<file path="src/rtl/sic_dispatcher.sv">
// Packet types shared by the dispatcher and the SIC array, and the
// dispatcher itself: an in-order packet queue that stamps issue ids and
// hands each packet to one requesting SIC as a one-cycle pulse.

package sic_dispatcher_pkg;

  localparam int unsigned ISSUE_ID_W = 8;
  localparam int unsigned PC_W       = 32;
  localparam int unsigned OPC_W      = 8;
  localparam int unsigned TAG_W      = 6;

  // Renamed instruction packet as seen on a SIC packet_in port
  typedef struct packed {
    logic                  valid;
    logic [ISSUE_ID_W-1:0] issue_id;
    logic [PC_W-1:0]       pc;
    logic [OPC_W-1:0]      opcode;
    logic [TAG_W-1:0]      dst_tag;
  } sic_packet_t;

endpackage : sic_dispatcher_pkg

// ID_WIDTH must not exceed ISSUE_ID_W; the stamped id is zero-extended
// into the packet's issue_id field.
module sic_dispatcher
  import sic_dispatcher_pkg::*;
#(
  parameter int unsigned NUM_SIC     = 4,
  parameter int unsigned QUEUE_DEPTH = 4,
  parameter int unsigned ID_WIDTH    = 4
) (
  input  logic                                 clk,
  input  logic                                 rst_n,
  input  logic                                 in_valid,
  output logic                                 in_ready,
  input  sic_packet_t                          in_packet,
  input  logic                                 flush,
  input  logic        [NUM_SIC-1:0]            sic_req_instr,
  output sic_packet_t [NUM_SIC-1:0]            sic_packet,
  output logic        [$clog2(QUEUE_DEPTH):0]  queue_count,
  output logic        [ID_WIDTH-1:0]           next_issue_id
);

  localparam int unsigned PTR_W = $clog2(QUEUE_DEPTH);
  localparam int unsigned CNT_W = PTR_W + 1;
  localparam int unsigned SIC_W = (NUM_SIC > 1) ? $clog2(NUM_SIC) : 1;

  // Architectural state
  logic [CNT_W-1:0]              count_q;
  logic [PTR_W-1:0]              rd_ptr_q;
  logic [PTR_W-1:0]              wr_ptr_q;
  logic [SIC_W-1:0]              rr_ptr_q;
  logic [ID_WIDTH-1:0]           id_q;
  sic_packet_t                   queue_q [QUEUE_DEPTH];
  sic_packet_t [NUM_SIC-1:0]     pkt_q;

  // Per-cycle decisions
  logic [NUM_SIC-1:0]            pulse_vec_c;
  logic [NUM_SIC-1:0]            eligible_c;
  logic                          win_found_c;
  logic [SIC_W-1:0]              win_idx_c;
  logic [SIC_W-1:0]              rr_next_c;
  logic                          push_c;
  logic                          pop_c;
  sic_packet_t                   wr_pkt_c;

  // Queue accepts whenever not full; based on the pre-flush occupancy
  assign in_ready = (count_q < CNT_W'(QUEUE_DEPTH));

  // A flush swallows a same-cycle push and blocks dispatch
  assign push_c = in_valid && in_ready && !flush;
  assign pop_c  = (count_q != '0) && win_found_c && !flush;

  // Gather the pulses currently on the SIC ports
  always_comb begin
    pulse_vec_c = '0;
    for (int unsigned i = 0; i < NUM_SIC; i++) begin
      pulse_vec_c[i] = pkt_q[i].valid;
    end
  end

  // A SIC holding a pulse this cycle is not eligible; this also keeps the
  // SIC's req path from looping back through packet_in combinationally
  assign eligible_c = sic_req_instr & ~pulse_vec_c;

  // Round-robin pick: first eligible SIC at or after rr_ptr
  always_comb begin : p_arb
    int unsigned idx;
    idx         = 0;
    win_found_c = 1'b0;
    win_idx_c   = '0;
    for (int unsigned k = 0; k < NUM_SIC; k++) begin
      idx = (32'(rr_ptr_q) + k) % NUM_SIC;
      if (!win_found_c && eligible_c[SIC_W'(idx)]) begin
        win_found_c = 1'b1;
        win_idx_c   = SIC_W'(idx);
      end
    end
  end

  // Pointer that follows the winner, wrapping at NUM_SIC
  always_comb begin
    rr_next_c = '0;
    if (32'(win_idx_c) != NUM_SIC - 1) begin
      rr_next_c = win_idx_c + SIC_W'(1);
    end
  end

  // Incoming packet with its stamped id; front-end valid/id are overridden
  always_comb begin
    wr_pkt_c          = in_packet;
    wr_pkt_c.valid    = 1'b1;
    wr_pkt_c.issue_id = ISSUE_ID_W'(id_q);
  end

  // Queue occupancy and read/write pointers
  always_ff @(posedge clk or negedge rst_n) begin
    if (!rst_n) begin
      count_q  <= '0;
      rd_ptr_q <= '0;
      wr_ptr_q <= '0;
    end else if (flush) begin
      count_q  <= '0;
      rd_ptr_q <= '0;
      wr_ptr_q <= '0;
    end else begin
      if (push_c) begin
        wr_ptr_q <= wr_ptr_q + PTR_W'(1);
      end
      if (pop_c) begin
        rd_ptr_q <= rd_ptr_q + PTR_W'(1);
      end
      if (push_c && !pop_c) begin
        count_q <= count_q + CNT_W'(1);
      end else if (pop_c && !push_c) begin
        count_q <= count_q - CNT_W'(1);
      end
    end
  end

  // Packet storage, written at the tail on every accepted push
  always_ff @(posedge clk or negedge rst_n) begin
    if (!rst_n) begin
      for (int unsigned i = 0; i < QUEUE_DEPTH; i++) begin
        queue_q[i] <= '0;
      end
    end else if (push_c) begin
      queue_q[wr_ptr_q] <= wr_pkt_c;
    end
  end

  // Issue id counter; survives flush, wraps at 2^ID_WIDTH
  always_ff @(posedge clk or negedge rst_n) begin
    if (!rst_n) begin
      id_q <= '0;
    end else if (push_c) begin
      id_q <= id_q + ID_WIDTH'(1);
    end
  end

  // Round-robin pointer moves only when a dispatch happens
  always_ff @(posedge clk or negedge rst_n) begin
    if (!rst_n) begin
      rr_ptr_q <= '0;
    end else if (pop_c) begin
      rr_ptr_q <= rr_next_c;
    end
  end

  // SIC ports: every pulse self-clears after one cycle, payload holds
  always_ff @(posedge clk or negedge rst_n) begin
    if (!rst_n) begin
      pkt_q <= '0;
    end else begin
      for (int unsigned i = 0; i < NUM_SIC; i++) begin
        pkt_q[i].valid <= 1'b0;
      end
      if (pop_c) begin
        pkt_q[win_idx_c] <= queue_q[rd_ptr_q];
      end
    end
  end

  assign sic_packet    = pkt_q;
  assign queue_count   = count_q;
  assign next_issue_id = id_q;

endmodule : sic_dispatcher

</file>
<file path="config.mk">
export PLATFORM = sky130hd
export DESIGN_NAME = sic_dispatcher
export DESIGN_NICKNAME = d
export VERILOG_FILES = /design/src/rtl/sic_dispatcher.sv
export SDC_FILE = /design/constraint.sdc
export NUM_CORES = 1
export LEC_CHECK = 0
export ABC_AREA = 0
export CAP_MARGIN = 20
export CORE_MARGIN = 2
export CORE_UTILIZATION = 45
export CTS_CLUSTER_DIAMETER = 30
export DETAILED_ROUTE_END_ITERATION = 8
export PLACE_DENSITY = 0.71
export SLEW_MARGIN = 15
export SYNTH_ARGS = -nofsm -noshare
export SYNTH_HDL_FRONTEND = slang
export SYNTH_SLANG_ARGS = --single-unit
</file>
<file path="constraint.sdc">
create_clock -name clk -period 2.95 [get_ports clk]
set_input_delay 0.59 -clock clk [delete_from_list [all_inputs] [get_ports clk]]
set_output_delay 0.59 -clock clk [all_outputs]
set_load 0.03 [all_outputs]
</file>
### Metal 1

The bar under the picture is 50 µm long.
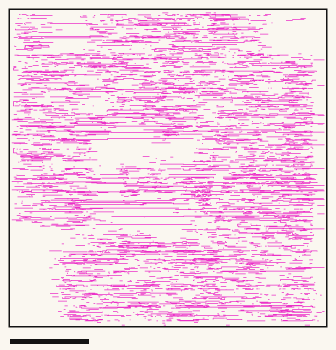
The wires run mostly horizontal. The layer carries 17400 µm of wire. The longest straight run is 82.8 µm.
via count: 10.17k
Post-Route WL: 40430 µm
met1 usage: 26.59%

### Clock routing

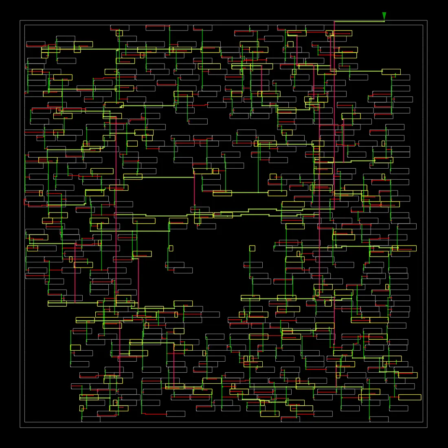
Num Clock Sinks: 421
CTS buffer count: 93
P_clk: 10300 µW

### Pin map

The bar under the picture is 50 µm long. Pins as bars across the die edge, other pins in grey.
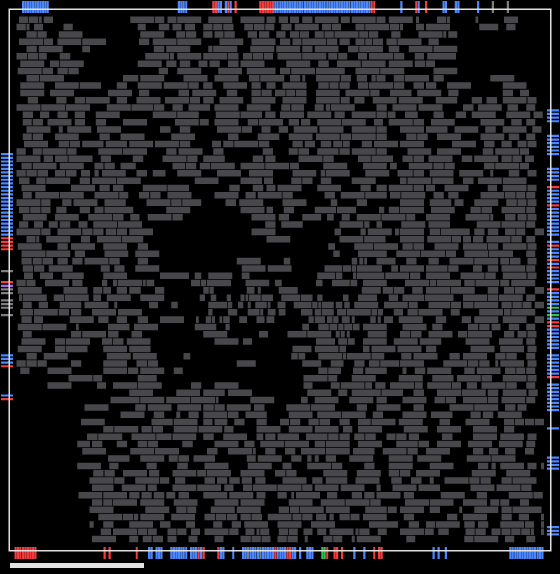
Key: sic_packet = blue [pins 220, direction output, edge 69 right, 65 top, 59 bottom, 27 left]; in_packet = red [pins 55, direction input, edge 25 bottom, 14 top, 9 right, 7 left]; in_ready = purple [pins 1, direction output, edge left]; sic_req_instr = green [pins 4, direction input, edge 2 bottom, 2 right]
All pins by edge: 88 bottom, 81 top, 80 right, 42 left.

### Sequential cells coloured by netlist name

The bar under the picture is 50 µm long. Other sequential cells in the stronger grey, the rest of the logic in the fainter grey.
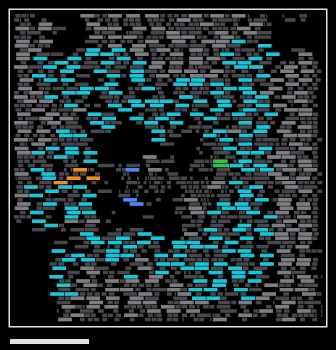
Key: next_issue_id = orange [flops 4, where middle left]; queue_q = cyan [flops 204, where spread over the die]; rd_ptr_q = green [flops 2]; queue_count = blue [flops 3]

### A small window of the routed layout

The bar under the picture is 20 µm long. Region (75, 116) to (125, 166) µm. Cells in grey, sequential cells in the stronger grey; small squares are vias.
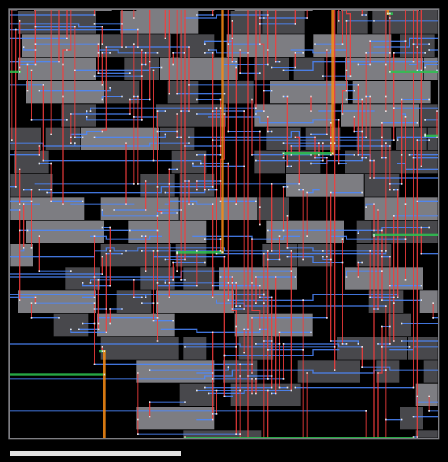
Key: met1 = blue; met2 = red; met3 = green; met4 = orange
91 logic cells have their middle in the window. Most frequent: mux2_2 (31), dfrtp_1 (29), clkdlybuf4s50_1 (11). Sequential cells in the window: 29. Netlist names of flops here include queue_q (24), sic_packet (5).

-- logic make-up after synthesis --
| logic type | count (synthesis) | share of synthesized area [%] |
|---|---|---|
| compound gates | 14 | 0.5526 |
| xor+xnor | 7 | 0.4306 |
| fa+ha+maj | 10 | 0.7607 |
| buf+inv | 83 | 3.222 |
| flops | 421 | 60.42 |
| mux | 455 | 32.67 |
| other cells | 1 | 0.02151 |
| simple gates | 47 | 1.916 |
-- sequential cells by signal, indices dropped and copies added, names as in the netlist --
name / flops
queue_q: 204
sic_packet: 204
next_issue_id: 4
queue_count: 3
rd_ptr_q: 2
rr_ptr_q: 2
wr_ptr_q: 2
-- layer usage --
metal  GRT usage, %  up-vias  share of wire [%]
li1               -     4463                  -
met1          26.59     5371                 43
met2          33.53      277                 49
met3          5.828       55                5.8
met4          8.148        0                2.3
met5              0        -                  0
==> deck_impl_summary.md <==
Physical Implementation Snapshot

Outcome
  – Status: completed

Finish
  – Combinational share of cell area: 26.68%
  – # fillers: 2873
  – Commonest Layout Cell: dfrtp_1
  – Area delta synth->final: 37.95%
  – Final instance area: 24050 µm²
  – Clock buffer count: 117
  – Logic cell area: 6417 µm²
  – Top cell category: sequential cells
  – Buffer share of cell area: 13.32%
  – Inverters: 7
  – Register area: 10540 µm²
  – MI comb cells: 549
  – Nets: 1454
  – Clock-cell share of area: 13.33%
  – Layout cells sized above 1: 45.98%
  – Antenna fix cells: 4
  – Seq_cells: 421

STA
  – Min Hold Slack: 461.1 ps
  – Max-slew violations: 0
  – # setup viols final: 0
  – Worst-Margin Slew: 724.8 ps
  – Post-route setup slack: 298.6 ps
  – Worst Skew: 17.92 ps
  – Setup_tns: 0 ps
  – RSZ-0062 raised after global routing: false
  – Max Freq: 377.2 MHz
  – Relative slew slack: 51.68%

Pwr
  – Share of power burned in combinational logic: 36.7%
  – Int Pwr: 21460 µW
  – Comb pwr: 11800 µW
  – Pwr dens: 1332 nW/µm²
  – Sw frac: 33.04%
  – Peak VDD IR: 735.4 µV
  – Switching pwr: 10590 µW
  – Leak: 0.01045 µW

Floorplan
  – Die Size: 40340 µm²
  – Core area: 38470 µm²
  – Initial Utilization: 45.33%
  – Core Rows: 72
  – Die Span X: 200.8 µm

Job
  – Tool warnings: 41
  – Max Cap Viol: 0

Yosys
  – Synthesis area per yosys: 17440 µm²
  – Yosys top cell by instances: dfrtp_1
  – Mapped cell area: 17440 µm²
  – Yosys warns: 0
  – Ys flop type: dfrtp_1
  – Post-synth ARST share: 100.0%
  – Synth Instances: 1038
  – Synth top cells by count: 421 x dfrtp_1, 399 x mux2_2, 51 x mux4_2
  – Number of enable flip-flop cells: 0
  – Seq share, synth: 60.42%
  – Cell taking the most area after synthesis: dfrtp_1

GRT
  – Vias in the first global route: 11.24k
  – GRT Overall Usage: 20.72%
  – Initial antenna violation count: 4
  – Grt total ovfl: 0
  – Largest net degree at the start of global routing: 82

Critical path
  – R2r endpoint: sic_packet[1]$_DFFE_PN0P_
  – Critical Path Most Common Cell: nor2b_1
  – WS Path Type: input pin to register
  – Reg-to-Reg Start: sic_packet[54]$_DFF_PN0_
  – CP peak stage delay: 550 ps
  – Critical Path Source: sic_req_instr[1]
  – CP Data Required Time: 3420 ps
  – Worst path bufs/invs: 3
  – Crit path depth: 10
  – CP Launch Type: input pin
  – Crit path DAT: 3120 ps
  – Worst Reg-to-Reg Cells: 9
  – R2R Setup Slk: 420 ps

Place
  – Final GP Congestion: 0.7423
  – Placed Cells incl. Taps: 1803
  – Cell area after placement: 20830 µm²
  – Hpwl dp: 26530 µm

Drt
  – Residual DRC: 0
  – Vias per inst: 5.142

Hold path
  – HP Class: register to register

Clock tree
  – Hold buffer count at cts: 1
  – CTS max path bufs: 3
  – CTS tree: yes
  – Clock transition at the registers of the reported paths: 40 ps
Power figures rest on the tool's default switching activity, not on a simulated workload.
